**src/rtl/fpu_unit_sequencer_pkg.sv**
```systemverilog
`default_nettype none
// ============================================================================
// Package     : fpu_seq_pkg
// Description : Shared types and constants for the FPU multi-cycle unit
//               sequencer (state encoding, unit indices, defaults).
// Revision    : 1.0 - initial release
// ============================================================================
package fpu_seq_pkg;

  // Sequencer states, explicit 3-bit encoding
  typedef enum logic [2:0] {
    ST_IDLE  = 3'd0,
    ST_ISSUE = 3'd1,
    ST_WAIT  = 3'd2,
    ST_WB    = 3'd3,
    ST_DRAIN = 3'd4
  } seq_state_t;

  // Attached execution unit indices
  localparam int FPU_UNIT_CLASSIFY = 0;
  localparam int FPU_UNIT_CMP      = 1;
  localparam int FPU_UNIT_CVT      = 2;
  localparam int FPU_UNIT_DIVSQRT  = 3;

  localparam int FPU_DEFAULT_NUM_UNITS = 4;
  localparam int FPU_DEFAULT_TIMEOUT   = 64;

endpackage
`default_nettype wire

```
**src/rtl/fpu_unit_sequencer_if.sv**
```systemverilog
`default_nettype none
// ============================================================================
// Interface   : fpu_unit_sequencer_if
// Description : EX-stage request, unit start/result and writeback signals of
//               the FPU multi-cycle unit sequencer. The sequencer uses the
//               slave modport; the EX stage / unit side uses master.
// Revision    : 1.0 - initial release
// ============================================================================
interface fpu_unit_sequencer_if #(
  parameter int NUM_UNITS = 4
);
  localparam int UW = (NUM_UNITS > 1) ? $clog2(NUM_UNITS) : 1;

  logic                        i_req_valid;
  logic [UW-1:0]               i_req_unit;
  logic [4:0]                  i_req_rd;
  logic                        i_req_rd_is_int;
  logic                        i_flush;
  logic [NUM_UNITS-1:0]        o_unit_start;
  logic [NUM_UNITS-1:0]        i_unit_valid;
  logic [NUM_UNITS-1:0][31:0]  i_unit_result;
  logic                        o_stall;
  logic                        o_wb_valid;
  logic [31:0]                 o_wb_data;
  logic [4:0]                  o_wb_rd;
  logic                        o_wb_is_int;
  logic                        o_error;

  modport slave (
    input  i_req_valid, i_req_unit, i_req_rd, i_req_rd_is_int, i_flush,
    input  i_unit_valid, i_unit_result,
    output o_unit_start, o_stall, o_wb_valid, o_wb_data, o_wb_rd,
    output o_wb_is_int, o_error
  );

  modport master (
    output i_req_valid, i_req_unit, i_req_rd, i_req_rd_is_int, i_flush,
    output i_unit_valid, i_unit_result,
    input  o_unit_start, o_stall, o_wb_valid, o_wb_data, o_wb_rd,
    input  o_wb_is_int, o_error
  );

endinterface
`default_nettype wire

```
**src/rtl/fpu_unit_sequencer_watchdog.sv**
```systemverilog
`default_nettype none
// ============================================================================
// Module      : fpu_seq_watchdog
// Description : Hung-unit watchdog. Counter clears on i_clear, counts while
//               enabled and flags expiry at TIMEOUT_CYCLES-1.
// Revision    : 1.0 - initial release
// ============================================================================
module fpu_seq_watchdog #(
  parameter int TIMEOUT_CYCLES = 64
) (
  input  wire logic i_clk,
  input  wire logic i_rst,
  input  wire logic i_clear,
  input  wire logic i_enable,
  output logic      o_expired
);
  localparam int CW = (TIMEOUT_CYCLES > 2) ? $clog2(TIMEOUT_CYCLES) : 1;
  localparam logic [CW-1:0] c_limit = CW'(TIMEOUT_CYCLES - 1);

  logic [CW-1:0] r_count;

  // Count cycles spent waiting; hold at the limit once reached
  always_ff @(posedge i_clk) begin
    if (i_rst || i_clear) begin
      r_count <= '0;
    end else if (i_enable && !o_expired) begin
      r_count <= r_count + 1'b1;
    end
  end

  assign o_expired = i_enable && (r_count == c_limit);

endmodule
`default_nettype wire

```
**src/rtl/fpu_unit_sequencer.sv**
```systemverilog
`default_nettype none
// ============================================================================
// Module      : fpu_unit_sequencer
// Description : Issue/completion sequencer for the EX-stage multi-cycle FP
//               units. One op in flight; start pulse, stall until result,
//               one registered writeback; flush and watchdog handling.
// Revision    : 1.0 - initial release
// ============================================================================
import fpu_seq_pkg::*;

module fpu_unit_sequencer #(
  parameter int NUM_UNITS      = FPU_DEFAULT_NUM_UNITS,
  parameter int TIMEOUT_CYCLES = FPU_DEFAULT_TIMEOUT
) (
  input wire logic            i_clk,
  input wire logic            i_rst,
  fpu_unit_sequencer_if.slave bus
);
  localparam int UW = (NUM_UNITS > 1) ? $clog2(NUM_UNITS) : 1;
  localparam logic [UW:0] c_num_units = (UW + 1)'(NUM_UNITS);

  seq_state_t    r_state;
  logic [UW-1:0] r_unit;
  logic [4:0]    r_rd;
  logic          r_is_int;
  logic [31:0]   r_result;
  logic          r_error;

  logic w_accept;
  logic w_bad_unit;
  logic w_sel_valid;
  logic w_wd_clear;
  logic w_wd_enable;
  logic w_wd_expired;

  assign w_accept    = (r_state == ST_IDLE) && bus.i_req_valid && !bus.i_flush;
  assign w_bad_unit  = {1'b0, bus.i_req_unit} >= c_num_units;
  // Only the selected unit's valid matters; the others are ignored
  assign w_sel_valid = bus.i_unit_valid[r_unit];

  // Counter restarts whenever WAIT or DRAIN is entered
  assign w_wd_clear  = (r_state == ST_ISSUE) ||
                       ((r_state == ST_WAIT) && bus.i_flush && !w_sel_valid);
  assign w_wd_enable = (r_state == ST_WAIT) || (r_state == ST_DRAIN);

  fpu_seq_watchdog #(
    .TIMEOUT_CYCLES (TIMEOUT_CYCLES)
  ) u_watchdog (
    .i_clk     (i_clk),
    .i_rst     (i_rst),
    .i_clear   (w_wd_clear),
    .i_enable  (w_wd_enable),
    .o_expired (w_wd_expired)
  );

  // Sequencer FSM with registered error pulse and latched op fields
  always_ff @(posedge i_clk) begin
    if (i_rst) begin
      r_state  <= ST_IDLE;
      r_unit   <= '0;
      r_rd     <= '0;
      r_is_int <= 1'b0;
      r_result <= '0;
      r_error  <= 1'b0;
    end else begin
      r_error <= 1'b0;
      case (r_state)
        ST_IDLE: begin
          if (w_accept) begin
            if (w_bad_unit) begin
              r_error <= 1'b1;
            end else begin
              r_unit   <= bus.i_req_unit;
              r_rd     <= bus.i_req_rd;
              r_is_int <= bus.i_req_rd_is_int;
              r_state  <= ST_ISSUE;
            end
          end
        end
        ST_ISSUE: begin
          r_state <= bus.i_flush ? ST_DRAIN : ST_WAIT;
        end
        ST_WAIT: begin
          if (w_sel_valid) begin
            if (bus.i_flush) begin
              r_state <= ST_IDLE;
            end else begin
              r_result <= bus.i_unit_result[r_unit];
              r_state  <= ST_WB;
            end
          end else if (bus.i_flush) begin
            r_state <= ST_DRAIN;
          end else if (w_wd_expired) begin
            r_error <= 1'b1;
            r_state <= ST_IDLE;
          end
        end
        ST_WB: begin
          r_state <= ST_IDLE;
        end
        ST_DRAIN: begin
          // Unit cannot be cancelled: swallow its result when it arrives
          if (w_sel_valid) begin
            r_state <= ST_IDLE;
          end else if (w_wd_expired) begin
            r_error <= 1'b1;
            r_state <= ST_IDLE;
          end
        end
        default: begin
          r_state <= ST_IDLE;
        end
      endcase
    end
  end

  // One-hot start pulse decoded from the ISSUE state and latched unit
  for (genvar gi = 0; gi < NUM_UNITS; gi++) begin : g_start
    assign bus.o_unit_start[gi] = (r_state == ST_ISSUE) && (r_unit == UW'(gi));
  end

  // A flush arriving during WB squashes the op, so the valid is masked
  assign bus.o_wb_valid  = (r_state == ST_WB) && !bus.i_flush;
  assign bus.o_wb_data   = r_result;
  assign bus.o_wb_rd     = r_rd;
  assign bus.o_wb_is_int = r_is_int;
  assign bus.o_error     = r_error;
  assign bus.o_stall     = w_accept || (r_state == ST_ISSUE) ||
                           (r_state == ST_WAIT) || (r_state == ST_DRAIN);

endmodule
`default_nettype wire

```
**src/flat_wrapper.sv**
```systemverilog
// flat-port wrapper written by rule: the top's interface ports become plain ports
module fpu_unit_sequencer_flat 
#(
  parameter int NUM_UNITS      = FPU_DEFAULT_NUM_UNITS,
  parameter int TIMEOUT_CYCLES = FPU_DEFAULT_TIMEOUT
)
  (i_clk, i_rst, bus_i_req_valid, bus_i_req_unit, bus_i_req_rd, bus_i_req_rd_is_int, bus_i_flush, bus_i_unit_valid, bus_i_unit_result, bus_o_unit_start, bus_o_stall, bus_o_wb_valid, bus_o_wb_data, bus_o_wb_rd, bus_o_wb_is_int, bus_o_error);
  fpu_unit_sequencer_if #(.NUM_UNITS(NUM_UNITS)) bus_i ();
  input wire logic i_clk;
  input wire logic i_rst;
  input wire logic [$bits(bus_i.i_req_valid)-1:0] bus_i_req_valid;
  input wire logic [$bits(bus_i.i_req_unit)-1:0] bus_i_req_unit;
  input wire logic [$bits(bus_i.i_req_rd)-1:0] bus_i_req_rd;
  input wire logic [$bits(bus_i.i_req_rd_is_int)-1:0] bus_i_req_rd_is_int;
  input wire logic [$bits(bus_i.i_flush)-1:0] bus_i_flush;
  input wire logic [$bits(bus_i.i_unit_valid)-1:0] bus_i_unit_valid;
  input wire logic [$bits(bus_i.i_unit_result)-1:0] bus_i_unit_result;
  output wire logic [$bits(bus_i.o_unit_start)-1:0] bus_o_unit_start;
  output wire logic [$bits(bus_i.o_stall)-1:0] bus_o_stall;
  output wire logic [$bits(bus_i.o_wb_valid)-1:0] bus_o_wb_valid;
  output wire logic [$bits(bus_i.o_wb_data)-1:0] bus_o_wb_data;
  output wire logic [$bits(bus_i.o_wb_rd)-1:0] bus_o_wb_rd;
  output wire logic [$bits(bus_i.o_wb_is_int)-1:0] bus_o_wb_is_int;
  output wire logic [$bits(bus_i.o_error)-1:0] bus_o_error;
  assign bus_i.i_req_valid = bus_i_req_valid;
  assign bus_i.i_req_unit = bus_i_req_unit;
  assign bus_i.i_req_rd = bus_i_req_rd;
  assign bus_i.i_req_rd_is_int = bus_i_req_rd_is_int;
  assign bus_i.i_flush = bus_i_flush;
  assign bus_i.i_unit_valid = bus_i_unit_valid;
  assign bus_i.i_unit_result = bus_i_unit_result;
  assign bus_o_unit_start = bus_i.o_unit_start;
  assign bus_o_stall = bus_i.o_stall;
  assign bus_o_wb_valid = bus_i.o_wb_valid;
  assign bus_o_wb_data = bus_i.o_wb_data;
  assign bus_o_wb_rd = bus_i.o_wb_rd;
  assign bus_o_wb_is_int = bus_i.o_wb_is_int;
  assign bus_o_error = bus_i.o_error;
  fpu_unit_sequencer #(.NUM_UNITS(NUM_UNITS), .TIMEOUT_CYCLES(TIMEOUT_CYCLES)) u_core (.i_clk(i_clk), .i_rst(i_rst), .bus(bus_i));
endmodule
```
**config.mk**
```make
export PLATFORM = sky130hd
export DESIGN_NAME = fpu_unit_sequencer_flat
export DESIGN_NICKNAME = d
export VERILOG_FILES = /design/src/rtl/fpu_unit_sequencer_pkg.sv /design/src/rtl/fpu_unit_sequencer_if.sv /design/src/rtl/fpu_unit_sequencer_watchdog.sv /design/src/rtl/fpu_unit_sequencer.sv /design/src/flat_wrapper.sv
export SDC_FILE = /design/constraint.sdc
export NUM_CORES = 1
export LEC_CHECK = 0
export ABC_AREA = 1
export CORE_MARGIN = 1.5
export CORE_UTILIZATION = 37
export CTS_CLUSTER_SIZE = 16
export DETAILED_ROUTE_END_ITERATION = 10
export PLACE_DENSITY = 0.82
export SLEW_MARGIN = 20
export SYNTH_ARGS = -nofsm -noshare
export SYNTH_HDL_FRONTEND = slang
export SYNTH_HIERARCHICAL = 1
export SYNTH_SLANG_ARGS = --single-unit
export TNS_END_PERCENT = 50
```
**constraint.sdc**
```tcl
create_clock -name i_clk -period 1.45 [get_ports i_clk]
set_input_delay 0.29 -clock i_clk [delete_from_list [all_inputs] [get_ports i_clk]]
set_output_delay 0.29 -clock i_clk [all_outputs]
set_load 0.01 [all_outputs]
```
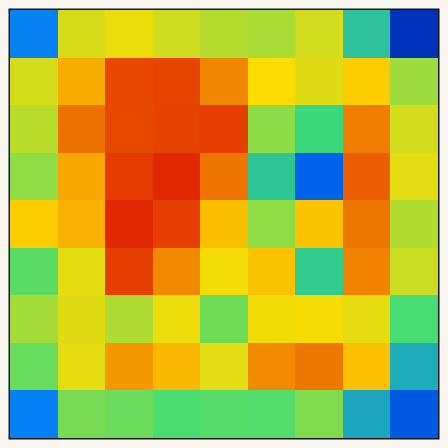
*Cell area per tile*
The die is cut into 9 by 9 equal tiles; dark blue is low, red is high, 0 to 100% covered.
fullest tile: 96%
mean over tiles: 69%
tiles over 75% full: 38%

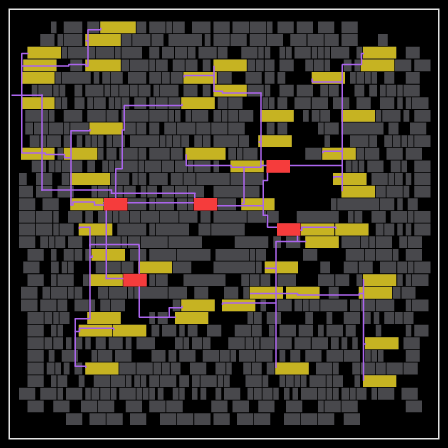
*Clock distribution*
[purple] clock wires | length: 592 um
[yellow] flip-flops | count: 50
[red] clock-net drivers | count: 5
flops lie: spread over the die

==> run summary <==
TritonCTS Sinks: 50
Total wirelength of the detailed-routed design: 12.9 mm
Starting density of the core: 38.1%
Count of synthesis-stage warnings from yosys: 6
Largest delay contributor family on the critical path: simple AND/OR/NAND/NOR gates
Buffer levels on the longest clock path: 2
Final Max-Slew Violation Tally: 0
Total buffers and inverters traversed by the critical path: 3
Total die size: 0.00849 mm^2
H-tree levels: 2
Time the final worst path needs with I/O delays and setup: 1.68 ns
Setup-failing EPs final: 53
Number of flip-flops and latches in the synthesized netlist: 50
Number of maximum-capacitance violations: 0
Ratio of total power to cell area: 797 mW/mm^2
Core Box Area: 0.00773 mm^2
Worst-case setup margin in the final layout: -0.234 ns
Clock tree from TritonCTS: done
Count of input and output buffers: 188
Number of failing hold endpoints at the final stage: 0
Wire length of the first global-routing pass: 17.6 mm
Count leader, synth: nand2_1
Longest individual stage delay on the worst path: 0.34 ns
Clock slew at reported path FFs: 0.09 ns
Async set or reset register ratio after synthesis: 0%
Unrepaired setup endpoints after global routing: yes
Data required time at the worst endpoint: 1.16 ns
Worst Reg-to-Reg Cells: 13
Number of iterations in the first detailed-routing pass: 5
Total CTS buffers: 5
Half-perimeter wire length of the detailed placement result: 8.26 mm
Total number of vias: 4204
Hold crit path type: flip-flop to flip-flop
Final worst-path cycle share: 116%
Dominant cells by area after synthesis: dfxtp_1 34%, nand2_1 16%, nor2_1 11%, nand4_1 7.2%, nand3_1 7.1%
Number of warnings the tools reported: 28
Result of the run: complete, but fails checks
DRC Markers: 0
Number of instances on the worst hold path: 2
Cell taking the most area after synthesis: dfxtp_1
Syn avg cell area: 6.32 um^2
Die outline height: 92.1 um
Violations in the final reports: negative setup slack
Worst-margin pin slew: 0.305 ns
Maximum number of pins on one net before global-route repair: 34
1st-iter DRT viols: 178
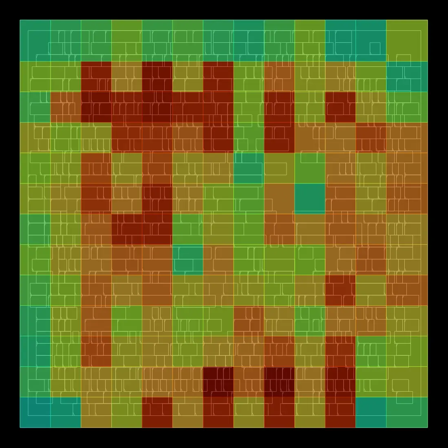
*Track usage over the die*
global routing usage summed across all routing layers: 25.9%
average routed wire per standard cell: 16.1 um
share of the core filled with cells: 77.0%

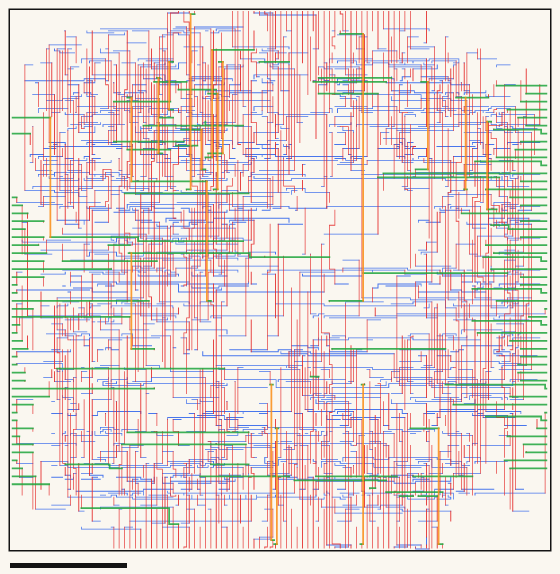
*Wiring by layer*
Bar = 20 um.
| color | layer | wire length |
|---|---|---|
| orange | M4 | 364 um |
| green | M3 | 1070 um |
| blue | M1 | 4730 um |
| red | M2 | 6690 um |

registers in the layout, summed over array words and instances, names as in the netlist:
register                   count
u_core/bus.o_wb_data          32
u_core/u_watchdog/r_count      6
u_core/bus.o_wb_rd             5
u_core/r_state                 3
u_core/r_unit                  2
u_core/bus.o_error             1
u_core/bus.o_wb_is_int         1
final cells by class:
class,instances,area [um^2]
Clock buffer,6,82.6
Tap cell,102,128
Multi-Input combinational cell,366,2040
Sequential cell,50,1010
Fill cell,540,1780
Inverter,20,85.1
Clock inverter,2,12.5
Timing Repair Buffer,252,2590
path summary, 6_finish.rpt:
check | endpoint | from | slack (ns)
worst min-delay path | u_core/bus.o_wb_data[15] | u_core/bus.o_wb_data[15] | 0.49
worst min register to register | u_core/bus.o_wb_data[15] | u_core/bus.o_wb_data[15] | 0.49
worst max register to register | u_core/r_state[2] | u_core/r_state[0] | -0.17
worst max-delay path | bus_o_stall | u_core/r_state[0] | -0.23
stage by stage:
stage	TNS, ns	hold WS (ns)	cell area, um^2	utilization [%]	std cells
after floorplan	0	0.359	2940	-	465
after global placement	-11.42	0.461	5150	66.6	764
after detailed placement	-13.99	0.469	5150	66.6	764
after CTS	-3.10	0.485	5350	69.3	783
after global routing	-6.15	0.502	5950	77.0	798
final	-2.81	0.485	5950	77.0	798
tightest hold or removal path, stage by stage, from the launching register on:
cell     delay (ns)
dfxtp_1        0.33
nor2_1         0.04
nor2_1         0.08
cell families (layout without fill, tap and decap cells):
family	after synthesis	count (layout)	share of synthesized area [%]
compound gates	53	53	9.28
xor+xnor	2	2	0.596
fa+ha+maj	1	1	0.425
buf+inv	49	280	9.06
flops	50	50	34.0
simple gates	310	310	46.6
cell usage in the layout (no fill, tap or decap), drive strengths merged, types with 11 or more instances in the layout:
cell and n:
dlygate4sd2 39, nor2 95, inv 20, nand4 34, clkbuf 11, nand3 43, o21ai 45, clkdlybuf4s50 142
dfxtp 50, nand2 133, buf 65
metal layers:
metal	part of all wire [%]	global-route usage [%]	vias up	wire (um)
met5	0	0	-	0
met4	2.8	7.82	0	363
met3	8.3	5.39	39	1070
met2	52	50.1	197	6690
met1	37	27.7	1973	4730
li1	-	-	1995	-
power breakdown:
part | internal, mW | switching [mW]
logic | 1.20 | 1.15
registers | 1.47 | 0.0733
clock network | 0.384 | 0.467
total | 3.05 | 1.69
timing repair:
action                                  in CTS  in global routing
endpoints found under the setup margin      87                 56
hold endpoints to repair                     0                  0
gates resized                              100                119
pin swaps                                   10                 33
cloned                                       0                  6
buffers inserted                            11                  9
Power figures rest on the tool's default switching activity, not on a simulated workload.
